### Cell sizes after repair, run 1

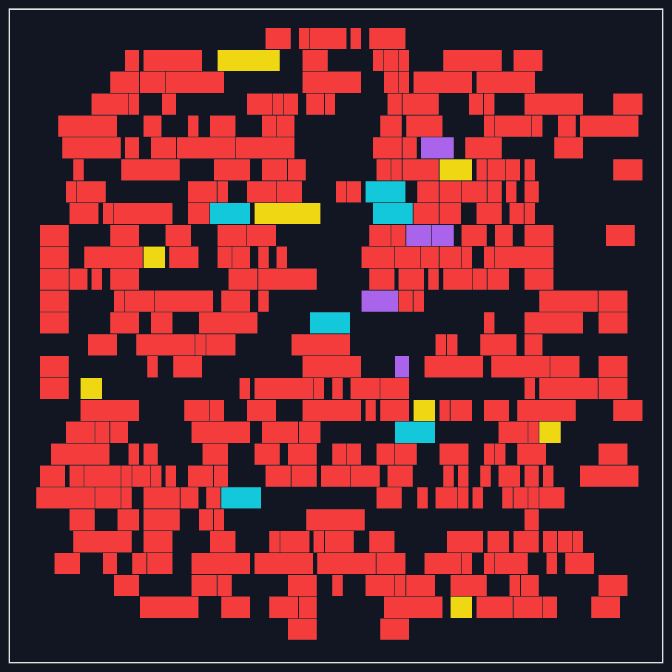
### Sequential cells grouped by signal name, run 1

The bar under the picture is 20 µm long.
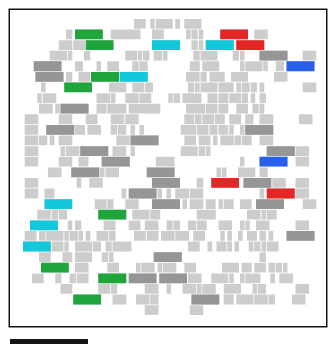
### Track usage over the die, run 1

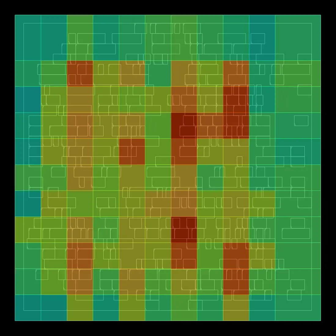
File: config.mk
export PLATFORM = sky130hd
export DESIGN_NAME = psqwg_multi
export DESIGN_NICKNAME = d
export VERILOG_FILES = /design/src/rtl/psqwg_pkg.sv /design/src/rtl/psqwg_channel.sv /design/src/rtl/psqwg_multi.sv
export SDC_FILE = /design/constraint.sdc
export NUM_CORES = 1
export LEC_CHECK = 0
export CELL_PAD_IN_SITES_DETAIL_PLACEMENT = 0
export CELL_PAD_IN_SITES_GLOBAL_PLACEMENT = 1
export CORE_MARGIN = 2
export CORE_UTILIZATION = 44
export CTS_BUF_LIST = sky130_fd_sc_hd__clkbuf_8
export DETAILED_ROUTE_END_ITERATION = 10
export PLACE_DENSITY_LB_ADDON = 0.1
export SLEW_MARGIN = 40
export SYNTH_ARGS = -nofsm -noshare
export SYNTH_HDL_FRONTEND = slang
export SYNTH_SLANG_ARGS = --single-unit
File: constraint.sdc
create_clock -name clk -period 4.2 [get_ports clk]
set_input_delay 0.63 -clock clk [delete_from_list [all_inputs] [get_ports clk]]
set_output_delay 0.63 -clock clk [all_outputs]
set_load 0.01 [all_outputs]
File: src/rtl/psqwg_pkg.sv
// Shared definitions for the multi-channel square-wave generator:
// channel state encoding and the counter-width helper.
package psqwg_pkg;

   localparam int ST_W = 2;

   typedef enum logic [ST_W-1:0] {
      ST_IDLE = 2'd0,
      ST_HIGH = 2'd1,
      ST_LOW  = 2'd2,
      ST_RSVD = 2'd3
   } state_t;

   // Ceiling log2; returns 0 for values <= 1.
   function automatic int clog2(input int value);
      int r;
      r = 0;
      while ((1 << r) < value) r++;
      return r;
   endfunction

endpackage

File: src/rtl/psqwg_channel.sv
// One square-wave channel: IDLE/HIGH/LOW FSM with prescaler, unit counter,
// shadowed m/n reloaded at period boundaries and a one-shot re-arm flag.
module psqwg_channel
   import psqwg_pkg::*;
#(
   parameter int CNT_W    = 4,
   parameter int PRESCALE = 5
) (
   input  logic             clk,
   input  logic             rst,
   input  logic             en,
   input  logic             oneshot,
   input  logic [CNT_W-1:0] m,
   input  logic [CNT_W-1:0] n,
   output logic             sq_wave,
   output logic             period_done,
   output logic             busy,
   output logic [ST_W-1:0]  state_dbg
);

   // A width of at least one bit keeps PRESCALE=1 legal.
   localparam int            PW     = (clog2(PRESCALE) > 0) ? clog2(PRESCALE) : 1;
   localparam logic [PW-1:0] P_LAST = PW'(PRESCALE - 1);

   state_t           state;
   state_t           next_state;
   logic [PW-1:0]    pcnt;
   logic [CNT_W-1:0] ucnt;
   logic [CNT_W-1:0] m_sh;
   logic [CNT_W-1:0] n_sh;
   logic [CNT_W-1:0] target;
   logic             arm;
   logic             load;
   logic             boundary;
   logic             arm_clr;
   logic             phase_end;

   function automatic state_t dispatch(input logic [CNT_W-1:0] mv,
                                       input logic [CNT_W-1:0] nv);
      if (mv != '0) return ST_HIGH;
      if (nv != '0) return ST_LOW;
      return ST_IDLE;
   endfunction

   assign state_dbg = state;

   always_comb begin
      next_state = state;
      load       = 1'b0;
      boundary   = 1'b0;
      arm_clr    = 1'b0;
      target     = (state == ST_HIGH) ? m_sh : n_sh;
      phase_end  = (pcnt == P_LAST) && (ucnt == target - CNT_W'(1));

      // en low wins over a phase end, so an aborted period never strobes.
      case (state)
         ST_IDLE: begin
            if (en && arm) begin
               load       = 1'b1;
               next_state = dispatch(m, n);
            end
         end
         ST_HIGH: begin
            if (!en) next_state = ST_IDLE;
            else if (phase_end) begin
               if (n_sh != '0) next_state = ST_LOW;
               else            boundary   = 1'b1;
            end
         end
         ST_LOW: begin
            if (!en)            next_state = ST_IDLE;
            else if (phase_end) boundary   = 1'b1;
         end
         default: next_state = ST_IDLE;
      endcase

      if (boundary) begin
         if (oneshot) begin
            next_state = ST_IDLE;
            arm_clr    = 1'b1;
         end else begin
            load       = 1'b1;
            next_state = dispatch(m, n);
         end
      end
   end

   always_ff @(posedge clk) begin
      if (rst) begin
         state       <= ST_IDLE;
         pcnt        <= '0;
         ucnt        <= '0;
         m_sh        <= '0;
         n_sh        <= '0;
         arm         <= 1'b1;
         sq_wave     <= 1'b0;
         period_done <= 1'b0;
         busy        <= 1'b0;
      end else begin
         state <= next_state;

         if (load) begin
            m_sh <= m;
            n_sh <= n;
         end

         if (!en)          arm <= 1'b1;
         else if (arm_clr) arm <= 1'b0;

         // A reload into the same state is still a fresh entry.
         if ((next_state != state) || load) begin
            pcnt <= '0;
            ucnt <= '0;
         end else if ((state == ST_HIGH) || (state == ST_LOW)) begin
            if (pcnt == P_LAST) begin
               pcnt <= '0;
               ucnt <= ucnt + CNT_W'(1);
            end else begin
               pcnt <= pcnt + PW'(1);
            end
         end

         sq_wave     <= (next_state == ST_HIGH);
         busy        <= (next_state == ST_HIGH) || (next_state == ST_LOW);
         period_done <= boundary;
      end
   end

endmodule

File: src/rtl/psqwg_multi.sv
// Multi-channel programmable square-wave generator; each channel is an
// independent psqwg_channel fed from its slice of the packed buses.
module psqwg_multi
   import psqwg_pkg::*;
#(
   parameter int NUM_CH   = 2,
   parameter int CNT_W    = 4,
   parameter int PRESCALE = 5
) (
   input  logic                    clk,
   input  logic                    rst,
   input  logic [NUM_CH-1:0]       en,
   input  logic [NUM_CH-1:0]       oneshot,
   input  logic [NUM_CH*CNT_W-1:0] m,
   input  logic [NUM_CH*CNT_W-1:0] n,
   output logic [NUM_CH-1:0]       sq_wave,
   output logic [NUM_CH-1:0]       period_done,
   output logic [NUM_CH-1:0]       busy,
   output logic [NUM_CH*ST_W-1:0]  state_dbg
);

   for (genvar i = 0; i < NUM_CH; i++) begin : g_ch
      psqwg_channel #(
         .CNT_W    (CNT_W),
         .PRESCALE (PRESCALE)
      ) u_ch (
         .clk         (clk),
         .rst         (rst),
         .en          (en[i]),
         .oneshot     (oneshot[i]),
         .m           (m[i*CNT_W +: CNT_W]),
         .n           (n[i*CNT_W +: CNT_W]),
         .sq_wave     (sq_wave[i]),
         .period_done (period_done[i]),
         .busy        (busy[i]),
         .state_dbg   (state_dbg[i*ST_W +: ST_W])
      );
   end

endmodule

==> notes.org, run 1 <==
#+TITLE: Synthesis and PnR summary

** Global route
- Wire length of the first global-routing pass :: around 9.7 mm
- For this run, global-route usage on met1 was measured as 0.277.
- Met3 track demand over resource in global routing :: 0.0444
- Met2 layer usage reported by global route :: 0.281

** Logic synthesis
- Of the total synthesized cell area, the portion taken by XOR and XNOR cells is 0.0670.
- The synthesized netlist has a Yosys-reported chip area of 2610 µm².
- By area, the combinational part of the netlist is dominated by simple AND/OR/NAND/NOR gates.
- Average instance area after synthesis :: just under 9 µm²
- Per the synthesis report, the AND-OR/OR-AND share of the synthesized area is 0.122.

** Timing
- For the final routed database, the setup TNS stands at 0 ps.
- Clock skew :: about 10 ps
- Count of final setup violators :: 0
- The worst pin sits at a relative slew slack of 0.486.

** Place
- After its last routability iteration, the placer logged a weighted congestion of about 0.86.
- The number of placed instances, taps included, is approximately 390.

** Drt
- Remaining antenna violation count after routing :: 0
- Initial DRC Count :: roughly 150
- Sum of met2 wire segment lengths after detailed routing :: roughly 2.3 mm

** Final layout
- The layout report gives the register share of total cell area as 0.275.
- Net count of the finished layout :: about 360
- Biggest cell category by area in the final layout :: combinational gates
- Measured on the final layout, the clock distribution area share stands at 0.0299.
- Most numerous logic cell after layout :: dfxtp_1
- Area delta synth->final :: 16.9%
- Number of inserted filler cells in the final layout :: 572

** Power and ir drop
- The power report attributes to the sequential group a share of 0.482.
- Sw power :: 254 µW
- Switching share of power :: 0.284

** CTS
- Clk_lat worst skew :: approximately 300 ps
- Looking at the worst setup and hold paths, the clock pins of their registers show a slew of 90 ps.
- TritonCTS clock tree :: built

** Worst setup path
- Per STA, the highest per-stage delay on the worst path measures between 400 and 500 ps.
- FF-to-FF path depth :: 11
- CP startpoint kind :: flip-flop
- For reference, the critical path is launched at g_ch[1].u_ch.state_dbg[1].
- Flop2flop setup slack :: 560 ps

** Outcome
- Status :: complete, no violations

** Die
- The die is around 80 µm tall.
- After floorplanning, the core was sized to cover between 5000 and 6000 µm².
Notes on 'Cell sizes after repair' above:
Key: x6 and larger = cyan [cells 6, share 1.9%]; x1 and smaller = red [cells 304, share 94%]; x3 and x4 = yellow [cells 8, share 2.5%]; x2 = purple [cells 5, share 1.5%]
bufs w/o clock: 36
final std cell area, no fill: 3050 µm²

Notes on 'Sequential cells grouped by signal name' above:
Key: g_ch.u_ch.ucnt = green [placed flops 8]; g_ch.u_ch.state_dbg = red [placed flops 4]; g_ch.u_ch.pcnt = cyan [placed flops 6]; g_ch.u_ch.sq_wave = blue [placed flops 2]
Another 22 sequential cells are not coloured.
Sequential Power: 431 µW
utilization of the core after routing: 0.525
Sequential Area: 841 µm²

Notes on 'Track usage over the die' above:
layer carrying the most global-route usage: met2
overall track demand over capacity in global routing: 0.190

==> run 2, diff against run 1 <==
--- a/config.mk
+++ b/config.mk
@@ -10,9 +10,11 @@
 export CORE_MARGIN = 2
 export CORE_UTILIZATION = 44
 export CTS_BUF_LIST = sky130_fd_sc_hd__clkbuf_8
+export CTS_CLUSTER_DIAMETER = 150
 export DETAILED_ROUTE_END_ITERATION = 10
 export PLACE_DENSITY_LB_ADDON = 0.1
 export SLEW_MARGIN = 40
 export SYNTH_ARGS = -nofsm -noshare
 export SYNTH_HDL_FRONTEND = slang
 export SYNTH_SLANG_ARGS = --single-unit
+export TNS_END_PERCENT = 30
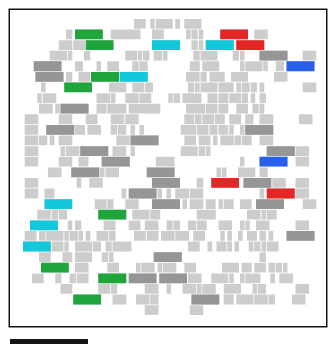
*Sequential cells grouped by signal name, run 2*
The bar under the picture is 20 µm long.
Seq/total area: 0.275

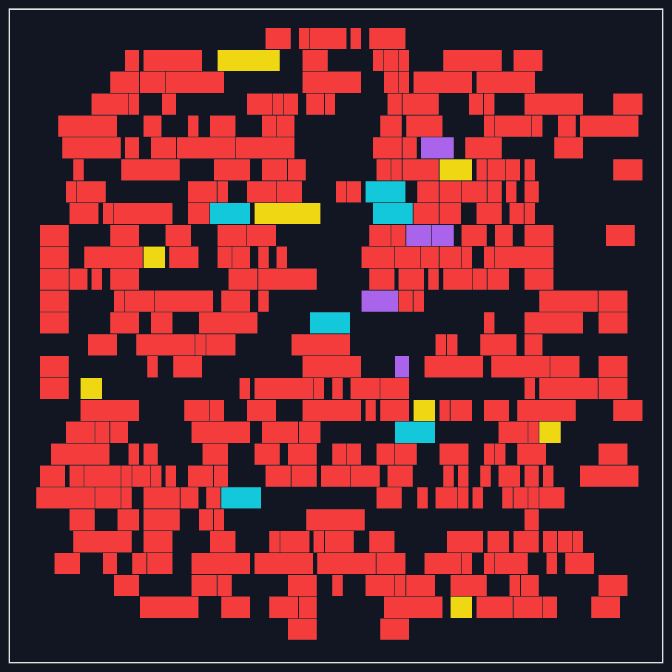
*Cell sizes after repair, run 2*
Key: x3 and x4 = yellow [cells 8, share 2.5%]; x6 and larger = cyan [cells 6, share 1.9%]; x1 and smaller = red [cells 304, share 94%]; x2 = purple [cells 5, share 1.5%]
worst setup margin: 560 ps
area delta synth->final: 16.9%

==> run 2 against run 1 <==
Net effect: maximum frequency stayed put; routed wire length did not move; total power stayed put; worst setup slack unchanged; first-iteration DRC count stayed put; clock-buffer cell count did not move; critical path depth is the same; area after synthesis did not move; clock power is essentially flat; critical path type unchanged; critical endpoint unchanged; largest cell class unchanged.
==> notes.org, run 2 <==
#+TITLE: Synthesis and PnR summary

** Outcome
- The run finished with clean final reports.

** Global route
- Wire length of the first global-routing pass :: approximately 9.7 mm
- Overall track demand over capacity in global routing :: 0.190
- met1 track demand over resource after global routing is 0.277.
- The global routing report lists met2 layer usage as 0.281.

** CTS
- TritonCTS clock tree :: built
- Clock edge transition at the registers on the reported setup and hold paths :: around 90 ps

** Power and ir drop
- The sequential power reported by the tool is 431 µW.
- The net switching power in the latest report is between 200 and 300 µW.
- Switching share of power :: 0.284

** Final layout
- The fraction of final cell area spent on clock buffers and inverters in this run is 0.0299.
- Counting plain and timing-repair buffers in the layout gives 36.
- In the final layout, flip-flops and latches occupy about 840 µm².
- Most numerous logic cell after layout :: dfxtp_1
- Ranked by total area, the top cell class in this layout is combinational gates.
- After the last flow step, the layout net total stands at approximately 360.
- Final std cell area, no fill :: a little over 3000 µm²

** Worst setup path
- FF-to-FF path depth :: 11
- CP startpoint kind :: flip-flop
- For this run, the slowest stage of the critical path takes 490 ps.

** Timing
- Worst-case headroom to the max-slew limit :: 0.486
- Clock skew :: 10.5 ps
- Final total negative setup slack :: 0 ps

** Die
- Std-Cell Core Area :: slightly below 6000 µm²

** Drt
- Initial DRC Count :: 151

** Place
- The final weighted congestion recorded by global placement is 0.857.

** Logic synthesis
- Of the total synthesized cell area, the portion taken by AND-OR and OR-AND cells is 0.122.
- Average instance area after synthesis :: 8.86 µm²
- Post-synthesis xor/xnor area fraction :: 0.0670
Power and IR drop assume default switching activity.
